[src/rtl/cc_completer.sv]
// Completer-completion generator: turns one MemRd request from the CQ path into a
// single-beat UltraScale CC completion, fetching up to 64 bits from the register file.
module cc_completer #(
  parameter int DATA_WIDTH     = 256,
  parameter int BAR0_SIZE      = 16,
  parameter int TIMEOUT_CYCLES = 64
) (
  input  logic                    user_clk,
  input  logic                    user_reset,
  input  logic                    cq_valid,
  input  logic [3:0]              cq_type,
  input  logic [BAR0_SIZE-1:0]    cq_reg_addr,
  input  logic [2:0]              cq_bar_id,
  input  logic [15:0]             cq_requester_id,
  input  logic [7:0]              cq_tag,
  input  logic [2:0]              cq_tc,
  input  logic [6:0]              cq_lower_addr,
  input  logic [10:0]             cq_payload_dw_count,
  output logic                    rd_req,
  output logic [BAR0_SIZE-1:0]    rd_addr,
  input  logic [63:0]             rd_data,
  input  logic                    rd_data_valid,
  output logic [DATA_WIDTH-1:0]   s_axis_cc_tdata,
  output logic [DATA_WIDTH/32-1:0] s_axis_cc_tkeep,
  output logic                    s_axis_cc_tlast,
  output logic [32:0]             s_axis_cc_tuser,
  output logic                    s_axis_cc_tvalid,
  input  logic                    s_axis_cc_tready,
  output logic                    busy,
  output logic [15:0]             drop_count
);

  localparam int KW = DATA_WIDTH / 32;
  localparam int TW = $clog2(TIMEOUT_CYCLES) + 1;

  typedef enum logic [1:0] {IDLE, RD_REQ, RD_WAIT, SEND} state_t;

  state_t                r_state;
  logic [6:0]            r_lower_addr;
  logic                  r_addr2;
  logic [10:0]           r_dw;
  logic [15:0]           r_rid;
  logic [7:0]            r_tag;
  logic [2:0]            r_tc;
  logic [TW-1:0]         r_timer;
  logic                  r_rd_req;
  logic [BAR0_SIZE-1:0]  r_rd_addr;
  logic [DATA_WIDTH-1:0] r_tdata;
  logic [KW-1:0]         r_tkeep;
  logic                  r_tvalid;
  logic [15:0]           r_drop_count;

  logic                  w_memrd;
  logic                  w_accept;
  logic                  w_ok;
  logic [6:0]            w_la;
  logic                  w_addr2;
  logic [10:0]           w_dw;
  logic [15:0]           w_rid;
  logic [7:0]            w_tag;
  logic [2:0]            w_tc;
  logic [2:0]            w_status;
  logic                  w_sc;
  logic [DATA_WIDTH-1:0] w_tdata;
  logic [KW-1:0]         w_tkeep;
  logic                  w_unused_addr;

  assign w_unused_addr = ^cq_reg_addr[1:0];
  assign w_memrd  = cq_valid && (cq_type == 4'b0000);
  assign w_accept = w_memrd && (r_state == IDLE);
  assign w_ok     = (cq_bar_id == 3'd0) &&
                    ((cq_payload_dw_count == 11'd1) ||
                     ((cq_payload_dw_count == 11'd2) && !cq_reg_addr[2]));

  // UR completions are built straight from the request inputs in IDLE;
  // read completions use the latched copy.
  always_comb begin
    w_la     = r_lower_addr;
    w_addr2  = r_addr2;
    w_dw     = r_dw;
    w_rid    = r_rid;
    w_tag    = r_tag;
    w_tc     = r_tc;
    w_status = rd_data_valid ? 3'b000 : 3'b100;
    if (r_state == IDLE) begin
      w_la     = cq_lower_addr;
      w_addr2  = cq_reg_addr[2];
      w_dw     = cq_payload_dw_count;
      w_rid    = cq_requester_id;
      w_tag    = cq_tag;
      w_tc     = cq_tc;
      w_status = 3'b001;
    end
    w_sc = (w_status == 3'b000);

    w_tdata        = '0;
    w_tdata[6:0]   = w_la;
    w_tdata[28:16] = w_sc ? {w_dw, 2'b00} : 13'd4;
    w_tdata[42:32] = w_sc ? w_dw : 11'd0;
    w_tdata[45:43] = w_status;
    w_tdata[63:48] = w_rid;
    w_tdata[71:64] = w_tag;
    w_tdata[91:89] = w_tc;
    w_tkeep        = KW'(8'h07);
    if (w_sc) begin
      if (w_dw == 11'd1) begin
        w_tdata[127:96] = w_addr2 ? rd_data[63:32] : rd_data[31:0];
        w_tkeep         = KW'(8'h0F);
      end else begin
        w_tdata[127:96]  = rd_data[31:0];
        w_tdata[159:128] = rd_data[63:32];
        w_tkeep          = KW'(8'h1F);
      end
    end
  end

  always_ff @(posedge user_clk) begin
    if (user_reset) begin
      r_state      <= IDLE;
      r_lower_addr <= '0;
      r_addr2      <= 1'b0;
      r_dw         <= '0;
      r_rid        <= '0;
      r_tag        <= '0;
      r_tc         <= '0;
      r_timer      <= '0;
      r_rd_req     <= 1'b0;
      r_rd_addr    <= '0;
      r_tdata      <= '0;
      r_tkeep      <= '0;
      r_tvalid     <= 1'b0;
      r_drop_count <= '0;
    end else begin
      r_rd_req <= 1'b0;
      if (w_memrd && (r_state != IDLE) && (r_drop_count != '1))
        r_drop_count <= r_drop_count + 16'd1;
      case (r_state)
        IDLE: if (w_accept) begin
          r_lower_addr <= cq_lower_addr;
          r_addr2      <= cq_reg_addr[2];
          r_dw         <= cq_payload_dw_count;
          r_rid        <= cq_requester_id;
          r_tag        <= cq_tag;
          r_tc         <= cq_tc;
          r_rd_addr    <= {cq_reg_addr[BAR0_SIZE-1:3], 3'b000};
          if (w_ok) begin
            r_rd_req <= 1'b1;
            r_state  <= RD_REQ;
          end else begin
            r_tdata  <= w_tdata;
            r_tkeep  <= w_tkeep;
            r_tvalid <= 1'b1;
            r_state  <= SEND;
          end
        end
        RD_REQ: begin
          r_timer <= '0;
          r_state <= RD_WAIT;
        end
        RD_WAIT: begin
          // Data arriving in the expiry cycle still produces a successful completion.
          if (rd_data_valid || (r_timer == TW'(TIMEOUT_CYCLES - 1))) begin
            r_tdata  <= w_tdata;
            r_tkeep  <= w_tkeep;
            r_tvalid <= 1'b1;
            r_state  <= SEND;
          end else begin
            r_timer <= r_timer + TW'(1);
          end
        end
        SEND: if (s_axis_cc_tready) begin
          r_tvalid <= 1'b0;
          r_tdata  <= '0;
          r_tkeep  <= '0;
          r_state  <= IDLE;
        end
        default: r_state <= IDLE;
      endcase
    end
  end

  assign rd_req           = r_rd_req;
  assign rd_addr          = r_rd_addr;
  assign s_axis_cc_tdata  = r_tdata;
  assign s_axis_cc_tkeep  = r_tkeep;
  assign s_axis_cc_tlast  = r_tvalid;
  assign s_axis_cc_tuser  = '0;
  assign s_axis_cc_tvalid = r_tvalid;
  assign busy             = (r_state != IDLE);
  assign drop_count       = r_drop_count;

endmodule

[config.mk]
export PLATFORM = sky130hd
export DESIGN_NAME = cc_completer
export DESIGN_NICKNAME = d
export VERILOG_FILES = /design/src/rtl/cc_completer.sv
export SDC_FILE = /design/constraint.sdc
export NUM_CORES = 1
export LEC_CHECK = 0
export CAP_MARGIN = 20
export CORE_AREA = 3 3 183 185
export CTS_BUF_LIST = sky130_fd_sc_hd__clkbuf_8
export DETAILED_ROUTE_END_ITERATION = 6
export DIE_AREA = 0 0 186 188
export GPL_TIMING_DRIVEN = 0
export SLEW_MARGIN = 20
export SYNTH_ARGS = -nofsm -noshare
export SYNTH_HDL_FRONTEND = slang
export SYNTH_SLANG_ARGS = --single-unit
[constraint.sdc]
create_clock -name user_clk -period 2.7 [get_ports user_clk]
set_clock_uncertainty 0.1 [all_clocks]
set_input_delay 0.675 -clock user_clk [delete_from_list [all_inputs] [get_ports user_clk]]
set_output_delay 0.675 -clock user_clk [all_outputs]
set_load 0.02 [all_outputs]
==> impl_metrics.csv <==
group,metric,value,unit
logic_synthesis,ys_area,0.00957,sq mm
floorplan,tap-cell-count,408,
timing,rsz0062_at_grt,"yes",
logic_synthesis,synth.distinct_cells,50,
critical_path,crit_fanout,10,
final_layout,dominant_cells,"buffers",
clock_tree,post_cts_buffers,4,
final_layout,nClkBuffers,17,
outcome,status,"finished clean",
logic_synthesis,top_cells_by_area,"dfxtp_1 (42%), buf_4 (15%), mux2i_1 (7.2%)",
floorplan,fp.dieH,188,um
detailed_routing,wl_met2,16000,um
final_layout,finish.utilization,44.7,%
clock_tree,cts_buffers,17,
logic_synthesis,synth_cells,1079,
timing,max_freq,374,MHz
logic_synthesis,avgSynthCellArea,8.87,sq um
critical_path,path_cells,"clkdlybuf4s50_1 > nor3_4 > nand2_2 > a2111o_1 > clkbuf_4 > or4_1 > a21oi_1",
final_layout,design_area,0.0144,sq mm
critical_path,cpLargestDelayFamily,"simple AND/OR/NAND/NOR gates",
timing,fin_crit,2.67,ns
final_layout,largest_reg_flops,112,
detailed_routing,ant_nets,0,
critical_path,slowest_stage,"a2111o_1",
clock_tree,clock_sinks,200,
pwr,leakage,0.00587,uW
logic_synthesis,synth_area,0.00957,sq mm
place,dp_hpwl,25600,um
grt,grt_pass1_vias,8212,
job,warnings,33,
final_layout,logic_gates,785,
detailed_routing,topRoutingLayerUsed,"met5",
worst_hold_path,hp-class,"flop to flop",
final_layout,mostFrequentLayoutCell,"clkdlybuf4s50_1",
clock_tree,cts_tree,"built",
grt,grt_pass1_wl,48300,um
logic_synthesis,edf_count,0,
clock_tree,cts_max_level,4,
==> kinds of logic after synthesis <==
family | after synthesis | share of synthesized area [%]
other cells | 1 | 0.0392
fa+ha+maj | 6 | 0.784
xor+xnor | 14 | 1.28
mux | 72 | 7.57
simple gates | 281 | 14.5
flops | 200 | 41.8
compound gates | 239 | 15.9
buf+inv | 266 | 18.1
==> power groups by stage <==
| stage | clock (uW) | combinational (uW) | sequential, uW |
|---|---|---|---|
| after floorplan | 0 | 1820 | 3910 |
| after global placement | 0 | 3650 | 3560 |
| after detailed placement | 0 | 3670 | 3570 |
| after CTS | 1980 | 3790 | 3510 |
| after global routing | 2110 | 4110 | 3550 |
| final | 1920 | 3830 | 3510 |
==> cells in the mapped netlist, drive strengths merged (2+ instances only) <==
cell type    n
and4         2
and2         3
buf        202
o2bb2ai     32
a21o         2
nand2      132
nor2b        6
nand4       19
o31ai        2
a21oi      106
nor3         6
a22o        32
nor3b        2
dfxtp      200
nand3       10
and3         2
or4         37
nor2        33
or3          4
nand2b      16
xnor2       10
ha           6
mux2i       69
inv          6
a211oi       8
o21ai       47
xor2         4
nor4         5
clkbuf      58
mux2         3
==> worst register-to-register path, cell delays in order, from the launching register on <==
cell and delay [ns]:
dfxtp_1 0.39, ha_1 0.18, nand3_1 0.15, o31a_1 0.40, a2111o_1 0.44, clkbuf_4 0.26, or4_1 0.48, a21oi_1 0.14
==> final timing paths <==
kind	startpoint	slack (ns)	cells past startpoint	endpoint
max	cq_type[3]	0.03	7	s_axis_cc_tdata[91]
min	r_tag[4]	0.36	2	r_tag[4]
max reg2reg	r_timer[0]	0.10	7	s_axis_cc_tdata[91]
min reg2reg	r_tag[4]	0.36	2	r_tag[4]
Signal wires on met1:
Drawn at 2 px/um. Supply wires on this layer in gray.
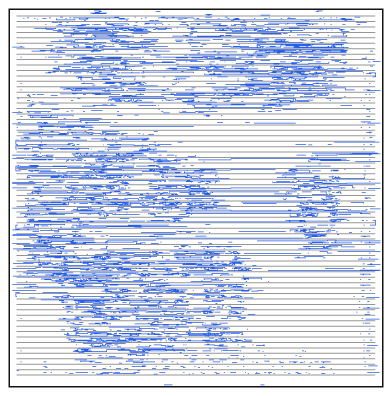
longest straight run = 80.0 um
main direction = horizontal
share of all routed wire = 43%
wire length on this layer = 14200 um
nets with wire on the layer = 1490

Metal 2:
Drawn at 1.5 px/um.
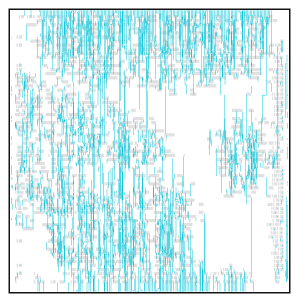
share of all routed wire = 49%
main direction = vertical
routed wire length: 32700 um
GR Layer Usage met2: 30.0%
Vias: 8785

Met3 routing:
Drawn at 2 px/um.
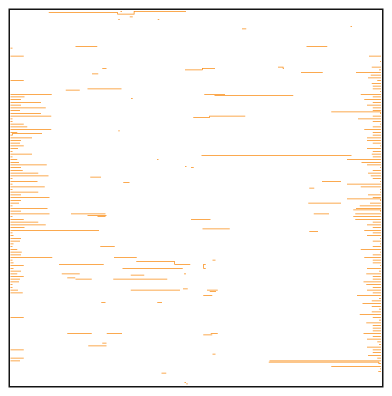
longest straight run = 74.8 um
wire length on this layer = 2000 um
share of all routed wire = 6.1%
nets with wire on the layer = 244
main direction = horizontal
met3 Resource Use GR: 3.72%

Metal 4:
Drawn at 2 px/um. Supply wires on this layer in gray.
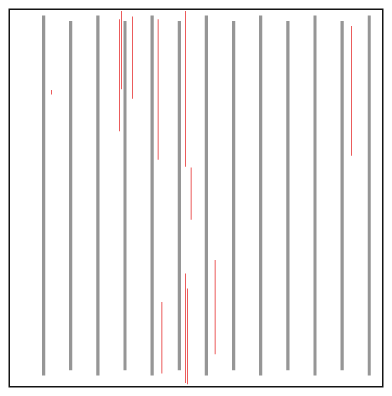
nets with wire on the layer = 12
share of all routed wire = 1.7%
longest straight run = 77.5 um
wire length on this layer = 560 um
main direction = vertical

Placed standard cells:
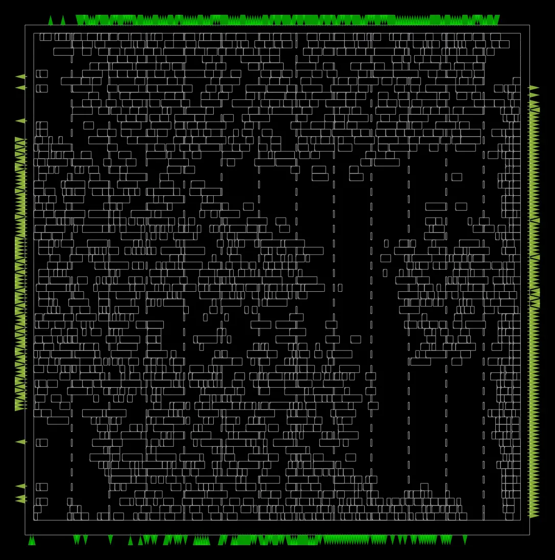
core area: 0.0322 sq mm
row cnt: 66

Power is estimated from default activity; no workload was simulated.
